==> src/rtl/id_ex_stage.sv <==
// id_ex_stage: pipeline register between register-file read (decode) and execute.
//
// Captures both 16-bit operands, the immediate, the destination index and an
// opaque control bundle. Resolves the same-cycle writeback hazard against the
// register file, detects load-use hazards (inserting a one-cycle bubble), and
// honours the downstream hold and the flush.
//
// Build option: WB_BYPASS_EN
//   defined   - writeback data is muxed straight into the operands.
//   undefined - operands always come from the register file; an instruction
//               reading a register being written this cycle is stalled for one
//               cycle so that it rereads the committed value.
//
// Ports:
//   clk, reset (async, active-low)
//   id_*          decode-stage instruction fields
//   rf_data1/2    register file read data for id_rs1/id_rs2
//   wb_*          register file write port nets
//   ex_hold       downstream stall, all ex_* retained
//   flush         kill the instruction entering EX
//   hazard_stall  combinational, upstream holds PC and ID
//   ex_*          registered outputs to execute
module id_ex_stage #(
  parameter int unsigned CTRL_W   = 8,
  parameter logic [3:0]  ZERO_REG = 4'd0
) (
  input  logic              clk,
  input  logic              reset,
  input  logic              id_valid,
  input  logic [3:0]        id_rs1,
  input  logic [3:0]        id_rs2,
  input  logic              id_uses_rs1,
  input  logic              id_uses_rs2,
  input  logic [15:0]       rf_data1,
  input  logic [15:0]       rf_data2,
  input  logic [15:0]       id_imm,
  input  logic [3:0]        id_rd,
  input  logic              id_reg_write,
  input  logic              id_mem_read,
  input  logic [CTRL_W-1:0] id_ctrl,
  input  logic              wb_reg_write,
  input  logic [3:0]        wb_write_reg,
  input  logic [15:0]       wb_write_data,
  input  logic              ex_hold,
  input  logic              flush,
  output logic              hazard_stall,
  output logic              ex_valid,
  output logic [15:0]       ex_op_a,
  output logic [15:0]       ex_op_b,
  output logic [15:0]       ex_imm,
  output logic [3:0]        ex_rd,
  output logic              ex_reg_write,
  output logic              ex_mem_read,
  output logic [CTRL_W-1:0] ex_ctrl
);

  logic              ex_valid_q, ex_valid_d;
  logic [15:0]       ex_op_a_q, ex_op_a_d;
  logic [15:0]       ex_op_b_q, ex_op_b_d;
  logic [15:0]       ex_imm_q, ex_imm_d;
  logic [3:0]        ex_rd_q, ex_rd_d;
  logic              ex_reg_write_q, ex_reg_write_d;
  logic              ex_mem_read_q, ex_mem_read_d;
  logic [CTRL_W-1:0] ex_ctrl_q, ex_ctrl_d;

  logic [15:0] op_a;
  logic [15:0] op_b;
  logic        load_use;
  logic        wb_hazard;

`ifdef WB_BYPASS_EN
  // The register file commits on the same edge we sample, so its read data
  // is stale for a register being written this cycle.
  always_comb begin
    op_a = rf_data1;
    op_b = rf_data2;
    if (wb_reg_write && (wb_write_reg == id_rs1) && (id_rs1 != ZERO_REG)) begin
      op_a = wb_write_data;
    end
    if (wb_reg_write && (wb_write_reg == id_rs2) && (id_rs2 != ZERO_REG)) begin
      op_b = wb_write_data;
    end
  end

  assign wb_hazard = 1'b0;
`else
  logic unused_wb_write_data;

  assign op_a = rf_data1;
  assign op_b = rf_data2;
  assign unused_wb_write_data = ^wb_write_data;

  // Without the bypass, wait one cycle and reread the committed value.
  assign wb_hazard = id_valid & wb_reg_write & (wb_write_reg != ZERO_REG) &
                     ((id_uses_rs1 & (id_rs1 == wb_write_reg)) |
                      (id_uses_rs2 & (id_rs2 == wb_write_reg)));
`endif

  assign load_use = ex_valid_q & ex_mem_read_q & ex_reg_write_q &
                    (ex_rd_q != ZERO_REG) & id_valid &
                    ((id_uses_rs1 & (id_rs1 == ex_rd_q)) |
                     (id_uses_rs2 & (id_rs2 == ex_rd_q)));

  assign hazard_stall = load_use | wb_hazard;

  // Priority: hold > flush > hazard bubble > load. Bubbles keep the data
  // fields unchanged; only the qualifying bits are cleared.
  always_comb begin
    ex_valid_d     = ex_valid_q;
    ex_op_a_d      = ex_op_a_q;
    ex_op_b_d      = ex_op_b_q;
    ex_imm_d       = ex_imm_q;
    ex_rd_d        = ex_rd_q;
    ex_reg_write_d = ex_reg_write_q;
    ex_mem_read_d  = ex_mem_read_q;
    ex_ctrl_d      = ex_ctrl_q;
    if (ex_hold) begin
      // retain everything
    end else if (flush || hazard_stall) begin
      ex_valid_d     = 1'b0;
      ex_reg_write_d = 1'b0;
      ex_mem_read_d  = 1'b0;
    end else begin
      ex_valid_d     = id_valid;
      ex_op_a_d      = op_a;
      ex_op_b_d      = op_b;
      ex_imm_d       = id_imm;
      ex_rd_d        = id_rd;
      ex_reg_write_d = id_reg_write & id_valid;
      ex_mem_read_d  = id_mem_read & id_valid;
      ex_ctrl_d      = id_ctrl;
    end
  end

  always_ff @(posedge clk or negedge reset) begin
    if (!reset) begin
      ex_valid_q     <= 1'b0;
      ex_op_a_q      <= '0;
      ex_op_b_q      <= '0;
      ex_imm_q       <= '0;
      ex_rd_q        <= '0;
      ex_reg_write_q <= 1'b0;
      ex_mem_read_q  <= 1'b0;
      ex_ctrl_q      <= '0;
    end else begin
      ex_valid_q     <= ex_valid_d;
      ex_op_a_q      <= ex_op_a_d;
      ex_op_b_q      <= ex_op_b_d;
      ex_imm_q       <= ex_imm_d;
      ex_rd_q        <= ex_rd_d;
      ex_reg_write_q <= ex_reg_write_d;
      ex_mem_read_q  <= ex_mem_read_d;
      ex_ctrl_q      <= ex_ctrl_d;
    end
  end

  assign ex_valid     = ex_valid_q;
  assign ex_op_a      = ex_op_a_q;
  assign ex_op_b      = ex_op_b_q;
  assign ex_imm       = ex_imm_q;
  assign ex_rd        = ex_rd_q;
  assign ex_reg_write = ex_reg_write_q;
  assign ex_mem_read  = ex_mem_read_q;
  assign ex_ctrl      = ex_ctrl_q;

endmodule

==> config.mk <==
export PLATFORM = sky130hd
export DESIGN_NAME = id_ex_stage
export DESIGN_NICKNAME = d
export VERILOG_FILES = /design/src/rtl/id_ex_stage.sv
export SDC_FILE = /design/constraint.sdc
export NUM_CORES = 1
export LEC_CHECK = 0
export CAP_MARGIN = 20
export CORE_UTILIZATION = 35
export CTS_CLUSTER_DIAMETER = 100
export CTS_CLUSTER_SIZE = 28
export DETAILED_ROUTE_END_ITERATION = 12
export HOLD_SLACK_MARGIN = 0.05
export PLACE_DENSITY = 0.77
export SLEW_MARGIN = 5
export SYNTH_ARGS = -nofsm -noshare
export SYNTH_HDL_FRONTEND = slang
export SYNTH_SLANG_ARGS = --single-unit
==> constraint.sdc <==
create_clock -name clk -period 3.3 [get_ports clk]
set_clock_uncertainty 0.2 [all_clocks]
set_input_delay 0.99 -clock clk [delete_from_list [all_inputs] [get_ports clk]]
set_output_delay 0.99 -clock clk [all_outputs]
set_load 0.1 [all_outputs]
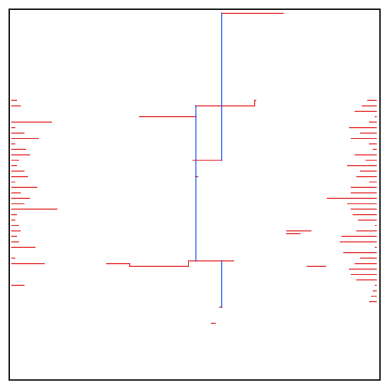
*Signal wires by layer, run 1*
(4 px per micron) Two of the layers only.
- M4: blue (wire length 87.0 microns)
- M3: red (wire length 363 microns)

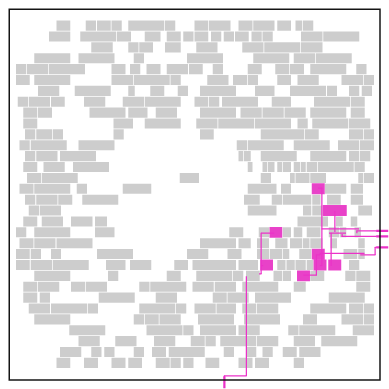
*Nets reached from selected ports, run 1*
(4 px per micron)
- id_rs2: magenta (bits 4; direction input; end cells 8; buffers 5; wire 133 microns)

==> impl_metrics.csv, run 1 <==
group,metric,value,unit
outcome,status,"finished, final reports clean",
layout,drive_gt1_frac,0.494,
timing,setup_viol,0,
timing,finalSetupTns,0,ns
worst_hold_path,hold_path.class,"reg -> reg",
clock_tree,cts_tree,"yes",
layout,final_common_cell,"buf_4",
synthesis,yosys.cell_types.count,15,
timing,slew_headroom,0.512,
worst_setup_path,cp_data_required_time,2.11,ns
timing,rsz0062_at_grt,"false",
placement,dpl.cell_count,421,
power,finalPower,3.16,mW
synthesis,ys_area,0.00285,sq mm
floorplan,fp.dieH,92.3,microns
power,power.density,702,mW/mm^2
timing,worst_slew_pin_slew,0.732,ns
clock_tree,cts.sinks,63,
clock_tree,cts_buffer_depth,2,
route,drt-initial-drc-count,60,
layout,mostFrequentLayoutCells,"71 x buf_4, 66 x clkdlybuf4s50_1, 63 x dfrtp_1, 57 x mux2_4, 12 x xor2_1",
route,avgRoutedWirePerCell,15.1,microns
synthesis,synth_top_area_share,0.552,
layout,fin_nets,429,
synthesis,ys_warn_count,0,
worst_setup_path,path_max_fanout,2,
worst_setup_path,startpoint_type,"input port",
job,warnings,43,
global_routing,grt_pass1_wl,10.3,mm
power,ir_drop,0.000323,V
global_routing,grtUsageTotal,0.158,
synthesis,synth_area,0.00285,sq mm
timing,fmax,0.310,GHz
floorplan,die_w,92.3,microns
worst_setup_path,r2r_slack,0.56,ns
clock_tree,cts_root_buf,"clkbuf_8",
global_routing,grt_max_degree,33,
worst_setup_path,endpoint_kind,"output port",
floorplan,die_area,0.00852,sq mm
route,dr_total_vias,1973,
layout,area_growth,57.7,%
route,postRouteAntennaNets,0,
timing,min_period,3.23,ns
global_routing,antenna_found_initial,0,
clock_tree,clk_pin_slew,0.07,ns
worst_setup_path,arrival,2.04,ns
synthesis,avgSynthCellArea,16.7,sq um
job,drv_cap,0,
clock_tree,numCtsBuffers,9,
synthesis,yosysTopAreaCell,"dfrtp_1",
route,first_pass_iters,4,
route,via_per_inst,4.50,
synthesis,fp_nets,269,
synthesis,syn_inst,171,
placement,hpwl,4.94,mm
synthesis,synthTopCellsByArea,"dfrtp_1 55%, mux2_4 30%, xor2_1 3.7%",
synthesis,ys_cells,171,
worst_setup_path,critPathKind,"in -> out",
layout,antennaDiodeCount,0,
timing,fin_crit_sh,0.979,
placement,gp_congestion,0.815,
synthesis,synth_flops,63,
timing,hold_violations,0,
global_routing,grt-ovfl-total,0,
route,drc,0,
floorplan,io_pins,162,
placement,io_buffers,145,
timing,drv_slew,0,
synthesis,seq_area_frac_synth,0.552,
clock_tree,h-tree-depth,3,
floorplan,core_util_floorplan,0.366,
clock_tree,cts_hold_buf,0,
power,power_leakage,2.19,nW
route,routed_wl,6.60,mm
floorplan,core,0.00781,sq mm
floorplan,rows,32,
global_routing,grt_pass1_vias,2091,
clock_tree,clk-insertion-delay-late,0.33,ns
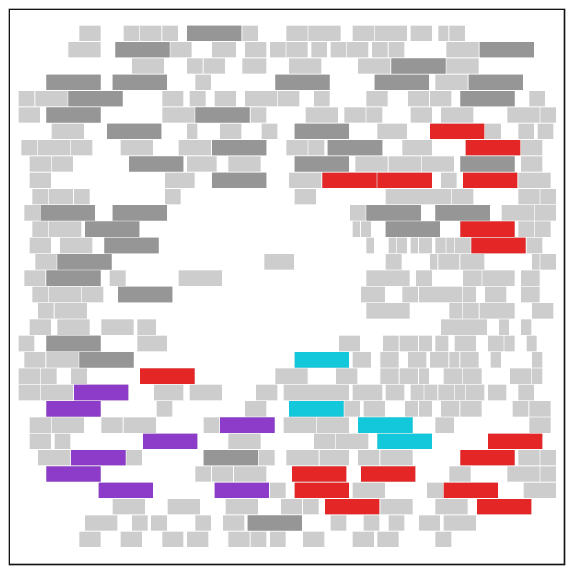
*Where the registers sit, run 1*
(6 px per micron) Other sequential cells in the stronger gray, the rest of the logic in the fainter gray.
- ex_imm: red (flops 16)
- ex_ctrl: purple (flops 8; where lower left)
- ex_rd: cyan (flops 4)
- not colored: 35

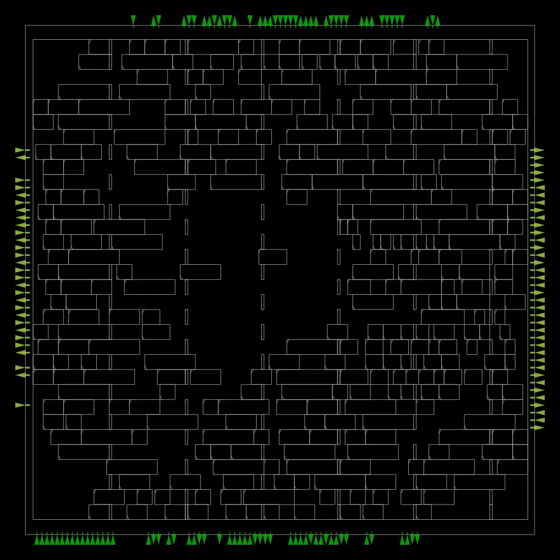
*Placed standard cells, run 1*
Tap Count: 102
fill cell instance count of the final layout: 634
post-route insts no fill: 438

## run 1: what timing repair did
item	in CTS	in global routing
pin swaps	8	12
setup buffers	1	0
gates resized	22	17
endpoints found under the setup margin	1	1
## run 1: layout make-up
class	count	area (sq um)	area share
flip-flops and latches	63	1580	0.350
repair buffers	156	1380	0.307
multi-input cells	100	1190	0.264
well taps	102	128	0.0284
clock buffers	9	124	0.0275
clock inverters	7	97.6	0.0217
inverters	1	3.75	0.000834
## run 1: where the power goes
group | internal (mW) | leakage [nW] | switching, mW
Combinational | 0.414 | 1.34 | 1.04
Clock | 0.426 | 0.105 | 0.310
Sequential | 0.889 | 0.744 | 0.0802
## run 1: state kept, by name, summed over array words and instances (netlist names)
| name | count |
|---|---|
| ex_imm | 16 |
| ex_op_a | 16 |
| ex_op_b | 16 |
| ex_ctrl | 8 |
| ex_rd | 4 |
| ex_mem_read | 1 |
| ex_reg_write | 1 |
| ex_valid | 1 |
## run 1: per-layer routing
layer / up-vias / track usage / routed length (microns) / share of wire
met3: 8 / 0.0411 / 363 / 0.055
met4: 0 / 0.0547 / 87 / 0.013
met5: - / 0 / 0 / 0
li1: 919 / - / - / -
met1: 963 / 0.201 / 2860 / 0.43
met2: 83 / 0.262 / 3290 / 0.50
## run 1: cell families after synthesis
kind of cell,Yosys count,share of synthesized area
flip-flops,63,0.552
multiplexers,60,0.312
AND/OR/NAND/NOR,21,0.0373
XOR/XNOR,16,0.0491
buffers and inverters,8,0.0443
AND-OR/OR-AND,3,0.00526
## run 1: Yosys cell counts, drive strengths merged
cell    n
inv     1
nand4   6
nor4    2
xor2   12
nand2   6
nor2    2
dfrtp  63
buf     7
or3     1
xnor2   4
mux2   60
o21ai   3
nor3    4
## run 1: worst max-delay path, stage by stage
cell	delay, ns
clkdlybuf4s50_1	0.52
nand4_1	0.13
nand4_1	0.20
buf_12	0.20
## run 1: final timing paths
check,startpoint,end,cells after the start
hold / removal,ex_op_b[0]$_DFFE_PN0P_,ex_op_b[0]$_DFFE_PN0P_,1
max in group asynchronous,reset,ex_imm[0]$_DFFE_PN0P_,2
min in group asynchronous,reset,ex_op_a[5]$_DFFE_PN0P_,1
hold reg to reg,ex_op_b[0]$_DFFE_PN0P_,ex_op_b[0]$_DFFE_PN0P_,1
setup / recovery,id_uses_rs2,hazard_stall,4
setup reg to reg,ex_rd[0]$_DFFE_PN0P_,ex_imm[14]$_DFFE_PN0P_,9
## run 1: metrics by stage
stage,setup slack (ns),instance area [sq um],hold slack [ns],utilization
after floorplan,-0.642,2870,0.494,-
after global placement,-0.278,4290,0.291,0.550
after detailed placement,-0.290,4290,0.294,0.550
after CTS,0.00291,4510,0.313,0.578
after global routing,0.00436,4500,0.318,0.576
final,0.0706,4500,0.311,0.576
### Wire density map, run 1

(4 px per micron) 18 x 18 tiles, from dark blue (low) to red (high), scaled to the fullest tile. Values are wire area over tile area, all layers added.
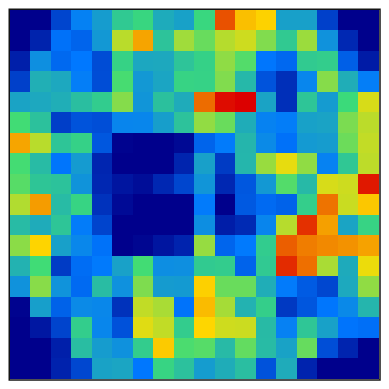

==> inputs of run 2 (changes only) <==
--- a/config.mk
+++ b/config.mk
@@ -11,8 +11,7 @@
 export CTS_CLUSTER_SIZE = 28
 export DETAILED_ROUTE_END_ITERATION = 12
 export HOLD_SLACK_MARGIN = 0.05
-export PLACE_DENSITY = 0.77
-export SLEW_MARGIN = 5
+export PLACE_DENSITY = 0.84
 export SYNTH_ARGS = -nofsm -noshare
 export SYNTH_HDL_FRONTEND = slang
 export SYNTH_SLANG_ARGS = --single-unit
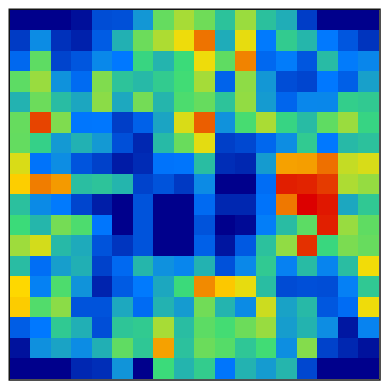
*Wire density map, run 2*
(4 px per micron) 18 x 18 tiles, from dark blue (low) to red (high), scaled to the fullest tile. Values are wire area over tile area, all layers added.
- nearly empty tiles: 7.4%
- tiles over half the peak: 28%
- mean over tiles: 0.13
- fullest tile: 0.34
Vias: 1969
drt total wl: 6.64 mm
DR WL/cell: 15.1 microns
GRT Total Usage: 0.166

==> run 2 against run 1 <==
Net effect:
- clock power up 2%
- design area is 0.31% lower
- flip-flop count unchanged
- first-iteration DRC count is 13% lower
==> impl_metrics.csv, run 2 <==
group,metric,value,unit
timing,hold_violations,0,
global_routing,grt_max_degree,29,
worst_setup_path,cp_data_required_time,2.11,ns
worst_setup_path,endpoint_kind,"output port",
timing,drv_slew,0,
synthesis,seq_area_frac_synth,0.552,
synthesis,synth_top_area_share,0.552,
route,postRouteAntennaNets,0,
timing,fmax,0.310,GHz
clock_tree,h-tree-depth,3,
placement,dpl.cell_count,422,
synthesis,ys_cells,171,
synthesis,synth_area,0.00285,sq mm
floorplan,die_w,92.3,microns
clock_tree,clk-insertion-delay-late,0.33,ns
worst_setup_path,r2r_slack,0.46,ns
timing,slew_headroom,0.676,
power,power_leakage,2.20,nW
route,drc,0,
floorplan,io_pins,162,
floorplan,core_util_floorplan,0.366,
worst_hold_path,hold_path.class,"reg -> reg",
layout,n_fill_cell,661,
layout,drive_gt1_frac,0.491,
worst_setup_path,path_max_fanout,2,
layout,post-route-cell-area,0.00449,sq mm
synthesis,syn_inst,171,
clock_tree,clk_pin_slew,0.06,ns
synthesis,edf_count,0,
layout,final_common_cell,"buf_4",
timing,fin_crit_sh,0.977,
clock_tree,cts_root_buf,"clkbuf_8",
global_routing,grt-ovfl-total,0,
timing,setup_viol,0,
placement,hpwl,4.91,mm
worst_setup_path,critPathKind,"in -> out",
floorplan,core,0.00781,sq mm
job,drv_cap,0,
worst_setup_path,rr_endpoint,"ex_imm[13]$_DFFE_PN0P_",
global_routing,grt_pass1_wl,10.8,mm
clock_tree,numCtsBuffers,9,
job,warnings,43,
outcome,status,"finished, final reports clean",
clock_tree,cts_tree,"yes",
synthesis,flop_cell,"dfrtp_1",
global_routing,grt_pass1_vias,2129,
power,finalPower,3.18,mW
synthesis,yosys.cell_types.count,15,
timing,worst_slew_pin_slew,0.485,ns
clock_tree,cts.sinks,63,
route,drt-initial-drc-count,52,
placement,dp_slack,-0.338,ns
clock_tree,cts_buffer_depth,2,
synthesis,synth_flops,63,
layout,fin_cells,440,
placement,placed_cell_area,0.00429,sq mm
route,first_pass_iters,4,
worst_setup_path,startpoint_type,"input port",
layout,mostFrequentLayoutCells,"74 x buf_4, 66 x clkdlybuf4s50_1, 63 x dfrtp_1, 57 x mux2_4, 12 x xor2_1",
worst_hold_path,hold_path_end,"ex_op_b[8]$_DFFE_PN0P_",
timing,fin_hold_ws,0.312,ns
synthesis,avgSynthCellArea,16.7,sq um
synthesis,ys_top_cells_by_count,"63 x dfrtp_1, 57 x mux2_4, 12 x xor2_1",
synthesis,ys_warn_count,0,
layout,area_growth,57.2,%
placement,gp_congestion,0.858,
worst_hold_path,worstHoldStart,"ex_op_b[8]$_DFFE_PN0P_",
layout,antennaDiodeCount,0,
global_routing,antenna_found_initial,0,
synthesis,yosysTopAreaCell,"dfrtp_1",
placement,io_buffers,145,
power,ir_drop,0.000346,V
timing,min_period,3.22,ns
layout,finish.utilization,0.575,
clock_tree,cts_hold_buf,0,
synthesis,synthTopCellsByArea,"dfrtp_1 55%, mux2_4 30%, xor2_1 3.7%",
worst_setup_path,ff2ff_path_depth,10,
layout,fin_nets,431,
floorplan,rows,32,
worst_hold_path,hold_depth,1,
timing,rsz0062_at_grt,"false",
synthesis,synth_top_cell_by_count,"dfrtp_1",
worst_setup_path,arrival,2.03,ns
synthesis,fp_nets,269,
worst_setup_path,r2r-start,"ex_rd[0]$_DFFE_PN0P_",
floorplan,die_area,0.00852,sq mm
floorplan,fp.dieH,92.3,microns
timing,finalSetupTns,0,ns
synthesis,synthArstFlopShare,1.00,
timing,layout_setup_ws,0.0764,ns
power,power.density,708,mW/mm^2
route,via_per_inst,4.48,
synthesis,ys_area,0.00285,sq mm
==> run 2: cell count changes in the layout (fill, tap and decap cells not counted), sizes merged <==
cell           previous run  this run
buf                      77        81
clkbuf                   15        20
clkdlybuf4s15             5         3
clkinv                    3         1
clkinvlp                  2         0
dlygate4sd2               2         0
dlymetal6s2s              0         1
==> run 2: cell families (layout without fill, tap and decap cells) <==
group / count (synthesis) / in the layout / synth area share
xor gates and xnor gates: 16 / 16 / 0.0491
buffers and inverters: 8 / 175 / 0.0443
and+or+nand+nor: 21 / 21 / 0.0373
DFF: 63 / 63 / 0.552
AOI/OAI and AO/OA: 3 / 3 / 0.00526
muxes: 60 / 60 / 0.312
==> run 2: worst max-delay path, cell delays in order <==
cell and delay, ns:
clkdlybuf4s15_1 0.21, xor2_1 0.16, nor3_1 0.16, nand4_1 0.13
nand4_1 0.18, buf_12 0.20
==> run 2: worst max-delay path by stage <==
stage	cells past startpoint	end	start	slack [ns]
2_1_floorplan	8	ex_rd[0]$_DFFE_PN0P_	wb_write_reg[0]	-0.64
3_3_place_gp	9	ex_imm[12]$_DFFE_PN0P_	wb_write_reg[0]	-0.33
3_5_place_dp	9	ex_imm[13]$_DFFE_PN0P_	wb_write_reg[0]	-0.34
4_1_cts	6	hazard_stall	id_rs2[3]	0.008
5_1_grt	6	hazard_stall	id_rs2[3]	0.003
6_report	6	hazard_stall	id_rs2[3]	0.08
==> run 2: power breakdown <==
group / switching (mW) / leakage (nW) / internal [mW]
logic: 1.04 / 1.34 / 0.413
registers: 0.0813 / 0.744 / 0.890
clock network: 0.287 / 0.114 / 0.466
total: 1.41 / 2.20 / 1.77
==> run 2: per-layer routing <==
| metal | global-route usage | up-vias | share of wire |
|---|---|---|---|
| met1 | 0.207 | 951 | 0.42 |
| li1 | - | 920 | - |
| met2 | 0.260 | 91 | 0.48 |
| met4 | 0.0625 | 0 | 0.014 |
| met3 | 0.0649 | 7 | 0.080 |
| met5 | 0 | - | 0 |
==> run 2: layout make-up <==
cell class                      instances  area, sq um  area share
Inverter                                1         3.75    0.000837
Tap cell                              102          128      0.0284
Clock buffer                           13          159      0.0354
Timing Repair Buffer                  158         1380       0.308
Multi-Input combinational cell        100         1170       0.262
Sequential cell                        63         1580       0.351
Clock inverter                          3         65.1      0.0145
==> run 2: repair_timing <==
item | 4_1_cts | 5_1_grt
endpoints found under the setup margin | 1 | 40
pin swaps | 7 | 12
gates resized | 20 | 24
setup buffers | 2 | 0
### Where the registers sit, run 2

(6 px per micron) Other sequential cells in the stronger gray, the rest of the logic in the fainter gray.
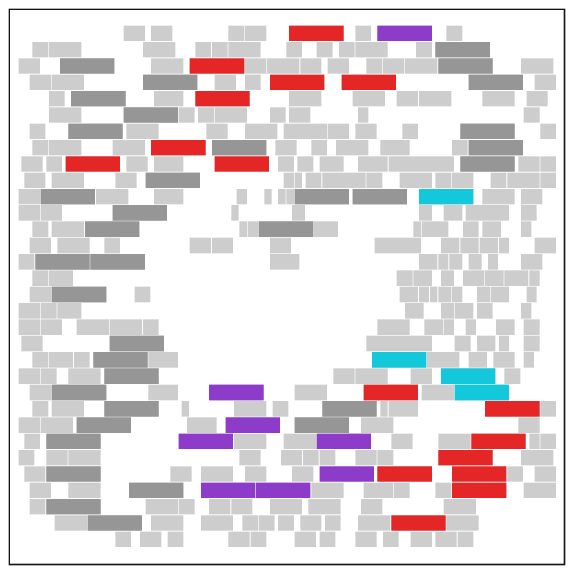

==> inputs of run 3 (changes only) <==
--- a/config.mk
+++ b/config.mk
@@ -6,8 +6,8 @@
 export NUM_CORES = 1
 export LEC_CHECK = 0
 export CAP_MARGIN = 20
+export CORE_MARGIN = 2
 export CORE_UTILIZATION = 35
-export CTS_CLUSTER_DIAMETER = 100
 export CTS_CLUSTER_SIZE = 28
 export DETAILED_ROUTE_END_ITERATION = 12
 export HOLD_SLACK_MARGIN = 0.05
@@ -15,3 +15,4 @@
 export SYNTH_ARGS = -nofsm -noshare
 export SYNTH_HDL_FRONTEND = slang
 export SYNTH_SLANG_ARGS = --single-unit
+export TNS_END_PERCENT = 1
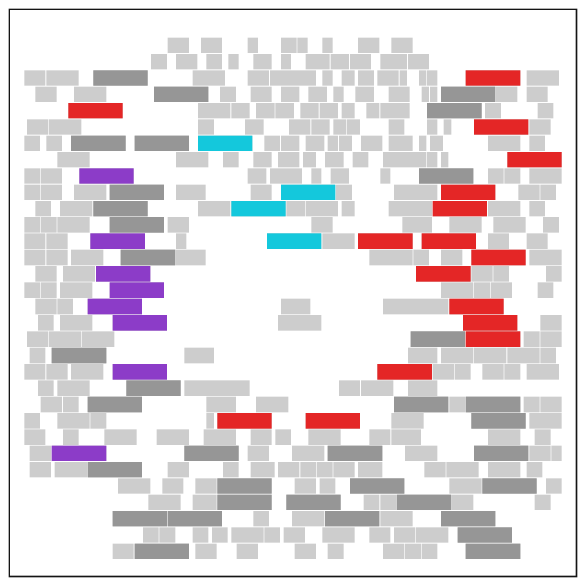
*Where the registers sit, run 3*
(6 px per micron) Other sequential cells in the stronger gray, the rest of the logic in the fainter gray.
- ex_imm: red (flops 16)
- ex_ctrl: purple (flops 8; where middle left)
- ex_rd: cyan (flops 4)
- not colored: 35
register area: 0.00158 sq mm
flip-flop and latch power: 0.968 mW
final cell utilization of the core: 0.574

==> run 3 against run 2 <==
Net effect:
- hold slack worse by 0.0022 ns
- die area up 4.4%
- non-clock buffer count down 5
- cell count down 1.4%
- critical path type unchanged
- synthesized cell count unchanged
- power down 1.4%
- maximum frequency down 0.73%
- clock-buffer cell count down 2
- area after synthesis unchanged
- critical path depth unchanged
- register-to-register slack better by 0.20 ns
==> impl_metrics.csv, run 3 <==
group,metric,value,unit
timing,drv_slew,0,
synthesis,ys_warn_count,0,
synthesis,flop_cell,"dfrtp_1",
layout,layout.area.comb,0.00118,sq mm
clock_tree,cts.sinks,63,
worst_setup_path,arrival,2.06,ns
power,power.density,699,mW/mm^2
global_routing,grt_pass1_wl,10.0,mm
placement,gp_congestion,0.851,
synthesis,synth_top_area_share,0.552,
worst_hold_path,hold_path.class,"reg -> reg",
synthesis,ys_area,0.00285,sq mm
synthesis,edf_count,0,
synthesis,yosysTopAreaCell,"dfrtp_1",
route,via_per_inst,4.47,
route,routed_wl,6.49,mm
job,drv_cap,0,
synthesis,ys_top_cells_by_count,"63 x dfrtp_1, 57 x mux2_4, 12 x xor2_1",
worst_setup_path,cp_data_required_time,2.11,ns
floorplan,core_util_floorplan,0.366,
placement,dpl.cell_count,419,
timing,fmax,0.308,GHz
power,ir_drop,0.000362,V
floorplan,die_w,94.3,microns
global_routing,grtUsageTotal,0.147,
synthesis,ys_cells,171,
route,drc,0,
worst_setup_path,slowest_delay,0.22,ns
timing,setup_viol,0,
synthesis,seq_area_frac_synth,0.552,
layout,mostFrequentLayoutCells,"67 x buf_4, 66 x clkdlybuf4s50_1, 63 x dfrtp_1, 57 x mux2_4, 12 x xor2_1",
clock_tree,numCtsBuffers,9,
synthesis,synthTopCellsByArea,"dfrtp_1 55%, mux2_4 30%, xor2_1 3.7%",
layout,antennaDiodeCount,0,
worst_setup_path,slowest_stage,"clkdlybuf4s15_1",
layout,fin_nets,426,
placement,io_buffers,145,
floorplan,core,0.00781,sq mm
timing,worst_slew_pin_slew,0.632,ns
worst_setup_path,critPathKind,"in -> out",
global_routing,grt-ovfl-total,0,
timing,fin_crit_sh,0.984,
floorplan,rows,32,
power,power_leakage,2.18,nW
global_routing,antenna_found_initial,0,
synthesis,syn_inst,171,
floorplan,io_pins,162,
clock_tree,postCtsSetupRepairBufs,0,
clock_tree,clk_pin_slew,0.07,ns
clock_tree,cts_hold_buf,0,
timing,layout_setup_ws,0.0526,ns
clock_tree,h-tree-depth,3,
synthesis,synth_area,0.00285,sq mm
clock_tree,clk-insertion-delay-late,0.32,ns
clock_tree,cts_buffer_depth,2,
floorplan,fp.dieH,94.3,microns
outcome,status,"finished, final reports clean",
worst_setup_path,endpoint_kind,"output port",
layout,area_growth,56.9,%
route,avgRoutedWirePerCell,15.0,microns
synthesis,synthArstFlopShare,1.00,
floorplan,die_area,0.00889,sq mm
timing,slew_headroom,0.579,
route,first_pass_iters,6,
timing,finalSetupTns,0,ns
synthesis,yosys.cell_types.count,15,
global_routing,grt_max_degree,38,
synthesis,fp_nets,269,
timing,min_period,3.25,ns
placement,hpwl,4.99,mm
timing,hold_violations,0,
layout,final_common_cell,"buf_4",
clock_tree,cts_tree,"yes",
synthesis,synth_flops,63,
global_routing,grt_pass1_vias,2031,
worst_setup_path,startpoint_type,"input port",
layout,fin_cells,434,
layout,n_fill_cell,639,
worst_setup_path,timing.critical_path.buf_inv,2,
clock_tree,cts_root_buf,"clkbuf_8",
timing,fin_hold_ws,0.310,ns
worst_setup_path,critical-path-top-delay-family,"simple AND/OR/NAND/NOR gates",
worst_setup_path,path_max_fanout,2,
worst_setup_path,cp_common_cell,"nand4_1",
route,dr_total_vias,1941,
layout,drive_gt1_frac,0.479,
worst_setup_path,cp_cell_sequence,"clkdlybuf4s15_1, xor2_1, nor3_1, nand4_1, nand4_1, buf_12",
power,finalPower,3.13,mW
route,drt-initial-drc-count,38,
route,postRouteAntennaNets,0,
placement,dp_slack,-0.277,ns
synthesis,synth_top_cell_by_count,"dfrtp_1",
job,warnings,43,
synthesis,avgSynthCellArea,16.7,sq um
run 3: cell count changes in the layout (fill, tap and decap cells not counted), sizes merged:
cell,previous run,this run
dlygate4sd2,0,3
clkbuf,20,14
buf,81,76
clkinv,1,2
clkdlybuf4s15,3,4
run 3: what timing repair did:
item / in CTS / in global routing
gates cloned: 0 / 0
endpoints found under the setup margin: 1 / 1
resized: 24 / 13
pin swaps: 6 / 5
run 3: per-layer routing:
metal | up-vias | GRT usage | share of wire
li1 | 910 | - | -
met1 | 940 | 0.185 | 0.41
met2 | 84 | 0.239 | 0.50
met3 | 7 | 0.0377 | 0.073
met4 | 0 | 0.0616 | 0.011
met5 | - | 0 | 0
run 3: kinds of logic after synthesis:
group                  Yosys count  synth area share
AND-OR/OR-AND                    3           0.00526
XOR/XNOR                        16            0.0491
buffers and inverters            8            0.0443
flip-flops                      63             0.552
multiplexers                    60             0.312
AND/OR/NAND/NOR                 21            0.0373
run 3: path summary, 6_finish.rpt:
path                                   startpoint                      end  slack, ns  depth (start not counted)
setup / recovery                        id_rs2[3]             hazard_stall       0.05                          6
hold / removal             ex_op_b[4]$_DFFE_PN0P_   ex_op_b[4]$_DFFE_PN0P_       0.31                          1
hold reg to reg            ex_op_b[4]$_DFFE_PN0P_   ex_op_b[4]$_DFFE_PN0P_       0.31                          1
setup reg to reg             ex_rd[0]$_DFFE_PN0P_   ex_ctrl[2]$_DFFE_PN0P_       0.66                          8
min in group asynchronous                   reset  ex_op_b[13]$_DFFE_PN0P_       0.48                          1
max in group asynchronous                   reset   ex_imm[13]$_DFFE_PN0P_       1.80                          2
run 3: final cells by class:
class	count	share of cell area
Tap cell	102	0.0285
Multi-Input combinational cell	100	0.264
Inverter	1	0.000838
Sequential cell	63	0.352
Timing Repair Buffer	153	0.308
Clock inverter	4	0.0156
Clock buffer	11	0.0316
run 3: power by group:
group,total (mW),switching (mW),internal (mW)
logic,1.45,1.04,0.413
clock network,0.711,0.272,0.440
registers,0.968,0.0785,0.890
run 3: worst register-to-register path: stages, from the launching register on:
cell and delay [ns]:
dfrtp_1 0.45, nor4_1 0.41, nor2_2 0.08, nand4_1 0.09, nand4_1 0.18, buf_4 0.18, or3_4 0.41, buf_12 0.20
mux2_4 0.32
run 3: metrics by stage:
stage | util | area [sq um]
2_1_floorplan | - | 2870
3_3_place_gp | 0.549 | 4290
3_5_place_dp | 0.549 | 4290
4_1_cts | 0.576 | 4500
5_1_grt | 0.574 | 4480
6_report | 0.574 | 4480
Power figures rest on the tool's default switching activity, not on a simulated workload.
